run_1/met3.png
Scale bar: 20 um.
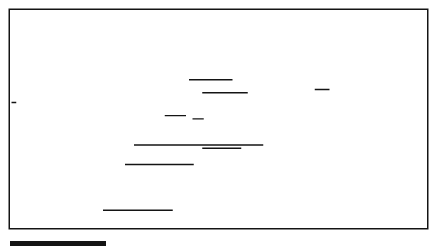
run_1/registers.png
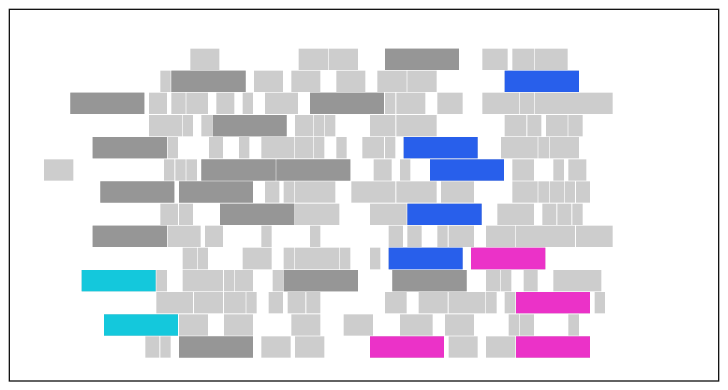
run_1/gate_families.png
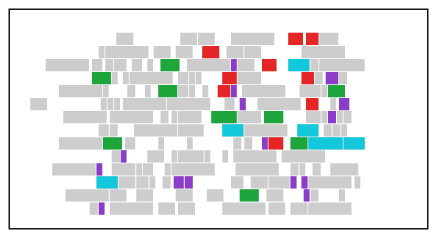
**config.mk**
```make
export PLATFORM = sky130hd
export DESIGN_NAME = seq_divider_flat
export DESIGN_NICKNAME = d
export VERILOG_FILES = /design/src/rtl/seq_divider_if.sv /design/src/rtl/seq_divider.sv /design/src/flat_wrapper.sv
export SDC_FILE = /design/constraint.sdc
export NUM_CORES = 1
export LEC_CHECK = 0
export CAP_MARGIN = 20
export CORE_ASPECT_RATIO = 0.5
export CORE_MARGIN = 2
export CORE_UTILIZATION = 40
export DETAILED_ROUTE_END_ITERATION = 12
export GPL_ROUTABILITY_DRIVEN = 0
export PLACE_DENSITY = 0.72
export REMOVE_ABC_BUFFERS = 1
export SYNTH_ARGS = -nofsm -noshare
export SYNTH_HDL_FRONTEND = slang
export SYNTH_SLANG_ARGS = --single-unit
```
**constraint.sdc**
```tcl
create_clock -name clk -period 2.61 [get_ports clk]
set_input_delay 0.261 -clock clk [delete_from_list [all_inputs] [get_ports clk]]
set_output_delay 0.261 -clock clk [all_outputs]
set_load 0.03 [all_outputs]
```
**src/rtl/seq_divider_if.sv**
```systemverilog
// ============================================================================
// seq_divider_if : start/done handshake, operands and results of seq_divider.
// Revision 1.0
// ============================================================================
`default_nettype none

interface seq_divider_if #(
   parameter int WIDTH = 4
);
   logic             start;
   logic [WIDTH-1:0] dividend;
   logic [WIDTH-1:0] divisor;
   logic             busy;
   logic             done;
   logic [WIDTH-1:0] quotient;
   logic [WIDTH-1:0] remainder;
   logic             div_by_zero;

   modport master (
      output start, dividend, divisor,
      input  busy, done, quotient, remainder, div_by_zero
   );

   modport slave (
      input  start, dividend, divisor,
      output busy, done, quotient, remainder, div_by_zero
   );
endinterface

`default_nettype wire

```
**src/rtl/seq_divider.sv**
```systemverilog
// ============================================================================
// seq_divider : unsigned restoring divider, one quotient bit per clock.
// Revision 1.0
// ============================================================================
`default_nettype none

module seq_divider #(
   parameter int WIDTH = 4
) (
   input  wire logic     clk,
   input  wire logic     reset,
   seq_divider_if.slave  bus
);
   localparam int CW = (WIDTH > 2) ? $clog2(WIDTH) : 1;

   typedef enum logic [0:0] {
      IDLE = 1'b0,
      RUN  = 1'b1
   } state_t;

   state_t           state, state_n;
   logic [WIDTH:0]   part_rem, part_rem_n;
   logic [WIDTH-1:0] shreg, shreg_n;
   logic [WIDTH-1:0] dvsr, dvsr_n;
   logic [WIDTH-1:0] quot, quot_n;
   logic [WIDTH-1:0] rem, rem_n;
   logic [CW-1:0]    cnt, cnt_n;
   logic             done_q, done_n;
   logic             dbz, dbz_n;
   logic [WIDTH+1:0] shifted;
   logic [WIDTH+1:0] trial;

   always_ff @(posedge clk or posedge reset) begin
      if (reset) begin
         state    <= IDLE;
         part_rem <= '0;
         shreg    <= '0;
         dvsr     <= '0;
         quot     <= '0;
         rem      <= '0;
         cnt      <= '0;
         done_q   <= 1'b0;
         dbz      <= 1'b0;
      end else begin
         state    <= state_n;
         part_rem <= part_rem_n;
         shreg    <= shreg_n;
         dvsr     <= dvsr_n;
         quot     <= quot_n;
         rem      <= rem_n;
         cnt      <= cnt_n;
         done_q   <= done_n;
         dbz      <= dbz_n;
      end
   end

   always_comb begin
      state_n    = state;
      part_rem_n = part_rem;
      shreg_n    = shreg;
      dvsr_n     = dvsr;
      quot_n     = quot;
      rem_n      = rem;
      cnt_n      = cnt;
      done_n     = 1'b0;
      dbz_n      = dbz;
      // part_rem[WIDTH] is always 0 after a restore, so this equals the
      // zero-extended shifted remainder.
      shifted    = {part_rem, shreg[WIDTH-1]};
      trial      = shifted - {2'b00, dvsr};

      case (state)
         IDLE: begin
            if (bus.start) begin
               if (bus.divisor != '0) begin
                  dvsr_n     = bus.divisor;
                  shreg_n    = bus.dividend;
                  part_rem_n = '0;
                  cnt_n      = '0;
                  state_n    = RUN;
               end else begin
                  quot_n = '1;
                  rem_n  = bus.dividend;
                  dbz_n  = 1'b1;
                  done_n = 1'b1;
               end
            end
         end
         RUN: begin
            if (!trial[WIDTH+1]) begin
               part_rem_n = trial[WIDTH:0];
               shreg_n    = {shreg[WIDTH-2:0], 1'b1};
            end else begin
               part_rem_n = shifted[WIDTH:0];
               shreg_n    = {shreg[WIDTH-2:0], 1'b0};
            end
            cnt_n = cnt + CW'(1);
            if (cnt == CW'(WIDTH - 1)) begin
               quot_n  = shreg_n;
               rem_n   = part_rem_n[WIDTH-1:0];
               dbz_n   = 1'b0;
               done_n  = 1'b1;
               state_n = IDLE;
            end
         end
         default: state_n = IDLE;
      endcase
   end

   assign bus.busy        = (state == RUN);
   assign bus.done        = done_q;
   assign bus.quotient    = quot;
   assign bus.remainder   = rem;
   assign bus.div_by_zero = dbz;
endmodule

`default_nettype wire

```
**src/flat_wrapper.sv**
```systemverilog
// flat-port wrapper written by rule: the top's interface ports become plain ports
module seq_divider_flat 
#(
   parameter int WIDTH = 4
)
  (clk, reset, bus_start, bus_dividend, bus_divisor, bus_busy, bus_done, bus_quotient, bus_remainder, bus_div_by_zero);
  seq_divider_if #(.WIDTH(WIDTH)) bus_i ();
  input  wire logic clk;
  input  wire logic reset;
  input wire logic [$bits(bus_i.start)-1:0] bus_start;
  input wire logic [$bits(bus_i.dividend)-1:0] bus_dividend;
  input wire logic [$bits(bus_i.divisor)-1:0] bus_divisor;
  output wire logic [$bits(bus_i.busy)-1:0] bus_busy;
  output wire logic [$bits(bus_i.done)-1:0] bus_done;
  output wire logic [$bits(bus_i.quotient)-1:0] bus_quotient;
  output wire logic [$bits(bus_i.remainder)-1:0] bus_remainder;
  output wire logic [$bits(bus_i.div_by_zero)-1:0] bus_div_by_zero;
  assign bus_i.start = bus_start;
  assign bus_i.dividend = bus_dividend;
  assign bus_i.divisor = bus_divisor;
  assign bus_busy = bus_i.busy;
  assign bus_done = bus_i.done;
  assign bus_quotient = bus_i.quotient;
  assign bus_remainder = bus_i.remainder;
  assign bus_div_by_zero = bus_i.div_by_zero;
  seq_divider #(.WIDTH(WIDTH)) u_core (.clk(clk), .reset(reset), .bus(bus_i));
endmodule
```
==> out/metrics.cfg, run 1 <==
[route]
wl_per_cell_um=14.95
vias_per_cell=5.330
drc_errors=0
dr.pass1.iters=4

[cells_and_area]
combGateArea_um2=664.4
nets=175
nNonClkInverters=11
drive_gt1_share_pct=12.10
clockNetworkAreaShare_pct=3.264
fill_cells=268
nMultiInputCombCells=93
buf_share_pct=13.35
syn_to_final_growth_pct=22.55
fin_area_um2=1687
n_all_buffers=23
seq_cell_count=26
clkbuf_count=4

[die]
rows=14
tap_cells=40
ios=22
core_um2=3136
dieArea_um2=3955
initial_utilization_pct=43.89

[global_routing]
antenna_found_initial=0
grt_usage_pct=16.88
grt_pass1_vias=1016
grt_first_pass_wirelength_um=5016
grt_overflow=0

[place]
placed_area_um2=1632
numPortBuffers=21
dp_hpwl_um=2162
dp_slack_ns=0.4933

[clock_network]
ctsResizeCount=0
path_clk_slew_ns=0.09
holdBufCountCts=0
clkSinkCount=26
post-cts-setup-buffers=0
cts_tree=yes
htreeDepth=1
clk_latency_ns=0.27

[setup_path]
end_kind=flip-flop
cp-startpoint=u_core.part_rem[1]
required_ns=2.78
crit_end=u_core.part_rem[2]
reg2reg_depth=6
cp_max_fo=6
timing.rr.start=u_core.part_rem[1]
start_kind=flip-flop
rr_endpoint=u_core.part_rem[2]

[yosys]
top_cells_by_count=dfrtp_1 (26), nor2_1 (19), inv_1 (11)
enable_flop_cells=0
synth_top_area_share_pct=47.27
mux_share_pct=7.455
ys_types=39
top_cells_by_area=dfrtp_1 (47%), nor2_1 (5.2%), ha_1 (4.5%)
avgSynthCellArea_um2=10.19
yosys.area_share.adder_pct=6.000
simple_gate_area_share_pct=13.55
ys_cells=135
synth_seq_share_pct=47.27
syn_area_um2=1376
logic_family=AND-OR/OR-AND gates
ys_sh_xor_pct=0.6364
aoi_share_pct=20.64
syn_inst=135
yosysTopAreaCell=dfrtp_1
yosysChipArea_um2=1376
yosys_warnings=0
numSynthFlops=26

[pwr]
peakVddDrop_mv=0.4837
power.leakage_nw=0.7380
powerDensity_nw_per_um2=1455
pwr-share-comb_pct=59.2
p_sw_share_pct=43.93
p_total_mw=2.454
seq_power_share_pct=30.2

[outcome]
outcome=complete, no violations

[timing]
slew_headroom_pct=68.31
period_minus_slack_ns=2.082
fin_worst_skew_ns=0.003835
finalWorstSetupSlack_ns=0.5276
slew_violations=0
hold_viol_final=0
hold_ws_ns=0.3389
max_freq_mhz=480.2
setup_viol=0
tightestPinTransition_ns=0.4736

[flow_run]
warning_count=25

Back to the opening pictures, met3.png:
wire length on this layer: 90.4 um
nets with wire on the layer: 8
main direction: horizontal
Post-Route WL: 2946 um
met3 usage: 3.261%
via count: 1050

Back to the opening pictures, registers.png:
| name in the netlist | color | flops |
|---|---|---|
| u_core.part_rem | blue | 5 |
| u_core.cnt | cyan | 2 |
| u_core.dvsr | magenta | 4 |
flop share of the area: 38.58%
final design utilization: 53.79%
sequential power: 0.741 mW
Reg area: 650.6 um2

Back to the opening pictures, gate_families.png:
| family | color | cells |
|---|---|---|
| NAND gates | purple | 15 |
| multiplexers | green | 9 |
| adder and majority cells | cyan | 6 |
| AND-OR and OR-AND gates | red | 9 |
Finished Layout Cells: 197
Comb/total area: 39.39%
Commonest Layout Cell: dfrtp_1

[run 1: power by group through the flow]
stage	clock network, mW	registers, mW	logic, mW
after floorplan	0	0.880	0.902
after global placement	0	0.740	1.41
after detailed placement	0	0.747	1.44
after CTS	0.267	0.740	1.46
after global routing	0.284	0.766	1.60
final	0.261	0.741	1.45
[run 1: metal layers]
layer / track usage (%) / up-vias / share of wire (%)
li1: - / 511 / -
met1: 23.74 / 519 / 49
met2: 26.72 / 18 / 48
met3: 3.261 / 2 / 3.1
met4: 5.625 / 0 / 0.31
met5: 0 / - / 0
[run 1: critical path: stages (launching register included)]
cell,delay [ns]
dfrtp_1,0.41
ha_1,0.35
o21ai_1,0.23
a21oi_4,0.07
o221ai_4,0.26
mux2_1,0.40
a22o_1,0.25
[run 1: cells in the final DEF (no fill, tap or decap), drive strengths merged, types with 2 or more instances in the layout]
| cell type | synthesis | layout |
|---|---|---|
| ha | 5 | 5 |
| mux2 | 7 | 7 |
| mux2i | 2 | 2 |
| buf | 2 | 2 |
| o21a | 2 | 2 |
| a31oi | 5 | 5 |
| dfrtp | 26 | 26 |
| inv | 11 | 11 |
| nand2 | 10 | 10 |
| a22o | 2 | 2 |
| and2 | 2 | 2 |
| a21o | 2 | 2 |
| o21ai | 10 | 10 |
| nand2b | 2 | 2 |
| a221oi | 2 | 2 |
| clkbuf | 3 | 4 |
| nor2 | 19 | 19 |
| a21oi | 8 | 8 |
| clkdlybuf4s50 | 0 | 21 |
| nand3 | 2 | 2 |
[run 1: registers in the layout, indices dropped and copies added, names as in the netlist]
signal and count:
u_core.part_rem 5, u_core.bus.busy 1, u_core.bus.done 1, u_core.bus.div_by_zero 1, u_core.bus.remainder 4, u_core.cnt 2, u_core.shreg 4, u_core.bus.quotient 4
u_core.dvsr 4
==> run 1 -> run 2 <==
==> constraint.sdc (replaced) <==
create_clock -name clk -period 2.1 [get_ports clk]
set_input_delay 0.21 -clock clk [delete_from_list [all_inputs] [get_ports clk]]
set_output_delay 0.21 -clock clk [all_outputs]
set_load 0.03 [all_outputs]
run_2/met2.png
Cells faint in the background.
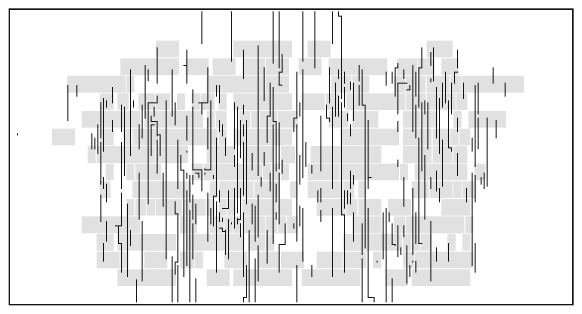
wire length on this layer: 1340 um
main direction: vertical
routing usage on met2: 26.72%
Post-Route WL: 2870 um

run_2/registers.png
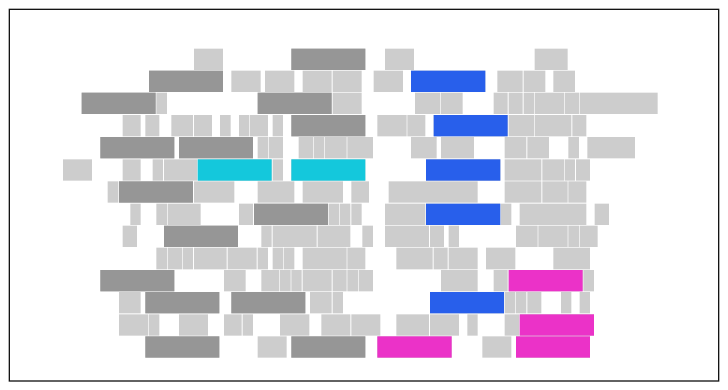
| name in the netlist | color | flops |
|---|---|---|
| u_core.part_rem | blue | 5 |
| u_core.cnt | cyan | 2 |
| u_core.dvsr | magenta | 4 |
sequential power: 0.910 mW
flop share of the area: 37.36%
final design utilization: 55.55%

==> run 2 against run 1 <==
Flip-flop count unchanged. Maximum frequency up 5.2%. First-iteration DRC count fell by 60%. Global-route usage is 0.11 points lower. Sequential share of layout area shrank 1.2 points. Clock-buffer cell count decreased by 1. Setup slack worse by 0.41 ns. Sequential power up 23%. Critical endpoint unchanged.
==> out/metrics.cfg, run 2 <==
[yosys]
syn_area_um2=1376  ; unchanged
most_common_cell=dfrtp_1
enable_flop_cells=0  ; unchanged
numSynthFlops=26  ; unchanged
yosysTopAreaCell=dfrtp_1
synth_seq_share_pct=47.27  ; unchanged
ys_types=39  ; unchanged
dominantRegCellSynth=dfrtp_1
avgSynthCellArea_um2=10.19  ; unchanged
yosys_warnings=0  ; unchanged
yosysChipArea_um2=1376  ; unchanged
synth_top_area_share_pct=47.27  ; unchanged
syn_inst=135  ; unchanged
top_cells_by_area=dfrtp_1 (47%), nor2_1 (5.2%), ha_1 (4.5%)
async_flop_share_pct=100.0
top_cells_by_count=dfrtp_1 (26), nor2_1 (19), inv_1 (11)
ys_cells=135  ; unchanged

[setup_path]
end_kind=flip-flop
required_ns=2.26  ; -0.52 ns
reg2reg_depth=6  ; unchanged
crit_family=AND-OR/OR-AND gates
critical_path_class=reg -> reg
timing.rr.start=u_core.part_rem[1]
path_cells=ha_1 > o21ai_2 > a21oi_4 > o221ai_4 > mux2_1 > a22o_1
start_kind=flip-flop
cp_max_fo=5  ; -1
cp_slowest_stage_delay_ns=0.41  ; about the same
rr_endpoint=u_core.part_rem[2]
critPathSlowestCell=dfrtp_1
ff2ff_setup_slack_ns=0.12
critPathBufInv=0  ; unchanged

[timing]
setup_tns_ns=0
finalCritPeriodShare_pct=94.24
fin_worst_skew_ns=0.006854  ; +0.003019 ns
period_minus_slack_ns=1.979  ; -0.1033 ns
hold_viol_final=0  ; unchanged
slew_headroom_pct=69.01  ; +0.70 points
tightestPinTransition_ns=0.4632  ; -0.01043 ns
finalWorstSetupSlack_ns=0.1209  ; -0.4067 ns
setup_viol=0  ; unchanged
max_freq_mhz=505.3  ; +5.2%
slew_violations=0  ; unchanged
hold_ws_ns=0.2806  ; -0.05838 ns

[route]
drc_errors=0  ; unchanged
drtIter0Drc=38
routed-via-count=1074  ; +2.3%
wl_per_cell_um=14.28  ; -4.5%
dr.pass1.iters=4  ; unchanged
vias_per_cell=5.343  ; +0.25%

[pwr]
p_sw_share_pct=41.86  ; -2.1 points
powerDensity_nw_per_um2=1858  ; +28%
maxPowerGroup=combinational logic
seq_power_share_pct=28.1  ; -2.1 points
power.leakage_nw=0.7649  ; +3.6%
p_comb_mw=1.91  ; +32%
clk-power_mw=0.412  ; +58%
internal-power_mw=1.881
p_total_mw=3.235  ; +32%
pwr-share-comb_pct=59.2  ; about the same
peakVddDrop_mv=0.5778  ; +19%
netSwitchingPower_mw=1.354

[die]
rows=14  ; unchanged
die_height_um=45.48
core_um2=3136  ; unchanged
die_w_um=86.96
initial_utilization_pct=43.89  ; unchanged
ios=22  ; unchanged
dieArea_um2=3955  ; unchanged

[clock_network]
clkSinkCount=26  ; unchanged
path_clk_slew_ns=0.09  ; about the same
cts_tree=yes
cts_buffers=3
htreeDepth=1  ; unchanged
cts-root-buf=clkbuf_8
clk_latency_ns=0.27  ; about the same
holdBufCountCts=0  ; unchanged

[place]
numPortBuffers=21  ; unchanged
placed_area_um2=1647  ; +0.92%
dp_hpwl_um=2150  ; -0.57%
dp_slack_ns=0.03797  ; -0.4553 ns
dpl.cell_count=195

[cells_and_area]
largest_register=u_core.part_rem
regArea_um2=650.6  ; unchanged
combGateArea_um2=673.1  ; +1.3%
largest_reg_flops=5  ; unchanged
fin_area_um2=1742  ; +3.3%
nets=179  ; +2.3%
final_cell_mix=dfrtp_1 (26), clkdlybuf4s50_1 (21), nor2_1 (18)
drive_gt1_share_pct=16.15  ; +4.0 points
antennaDiodeCount=0
fill_cells=255  ; -4.9%
syn_to_final_growth_pct=26.55
lay_top_count=dfrtp_1

[global_routing]
grt_pass1_vias=981  ; -3.4%
grt_first_pass_wirelength_um=4968  ; -0.96%
antenna_found_initial=0  ; unchanged
grt_usage_pct=16.77  ; -0.11 points
grt_overflow=0  ; unchanged
grt_start_max_net_pins=27

[flow_run]
warning_count=25  ; unchanged
maxCapViolCount=0

[outcome]
outcome=complete, no violations

[worst_hold_path]
hp-class=in -> async

run_2/gate_families.png
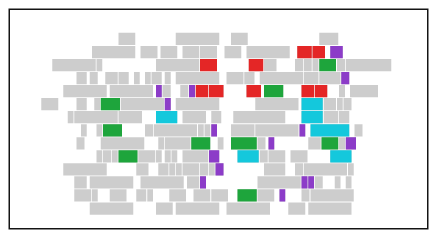
| family | color | cells |
|---|---|---|
| NAND gates | purple | 15 |
| multiplexers | green | 9 |
| AND-OR and OR-AND gates | red | 9 |
| adder and majority cells | cyan | 6 |
Finished Layout Cells: 201
Comb/total area: 38.65%

run 2: cell counts after synthesis:
Identical to the previous run, type by type.
run 2: logic make-up (layout without fill, tap and decap cells):
kind of cell             Yosys count  in the layout  synth area share [%]
AND/OR/NAND/NOR                   40             40                 13.55
AND-OR/OR-AND                     37             37                 20.64
flip-flops                        26             26                 47.27
buffers and inverters             16             42                 4.454
multiplexers                       9              9                 7.454
adder cells (fa/ha/maj)            6              6                 6.000
XOR/XNOR                           1              1                0.6365
run 2: area by class of cell:
class,instances,share of cell area [%]
Sequential cell,26,37.36
Tap cell,40,2.874
Timing Repair Buffer,27,14.66
Inverter,11,2.371
Clock inverter,1,1.724
Clock buffer,3,2.371
Multi-Input combinational cell,93,38.65
run 2: layer usage:
layer | GRT usage (%) | wire length (um) | vias to the layer above
met5 | 0 | 0 | -
met4 | 3.750 | 17 | 0
met3 | 3.261 | 79 | 2
met2 | 26.72 | 1338 | 21
met1 | 24.06 | 1435 | 526
li1 | - | - | 525
run 2: worst max-delay path by stage:
| stage | start | endpoint | cells past startpoint |
|---|---|---|---|
| after global placement | u_core.part_rem[2] | u_core.part_rem[2] | 5 |
| after CTS | u_core.part_rem[1] | u_core.part_rem[2] | 6 |
| after global routing | u_core.part_rem[1] | u_core.part_rem[2] | 6 |
| after floorplan | u_core.part_rem[1] | u_core.part_rem[2] | 6 |
| after detailed placement | u_core.part_rem[1] | u_core.part_rem[2] | 6 |
| final | u_core.part_rem[1] | u_core.part_rem[2] | 6 |
run 2: repair_timing:
action,in CTS,in global routing
gates resized,0,5
setup endpoints to repair,0,4
setup buffers,0,2
run 2: worst register-to-register path, cell delays in order, from the launching register on:
cell and delay, ns:
dfrtp_1 0.41, ha_1 0.36, o21ai_2 0.19, a21oi_4 0.06, o221ai_4 0.25, mux2_1 0.38, a22o_1 0.23
Power is estimated from default activity; no workload was simulated.
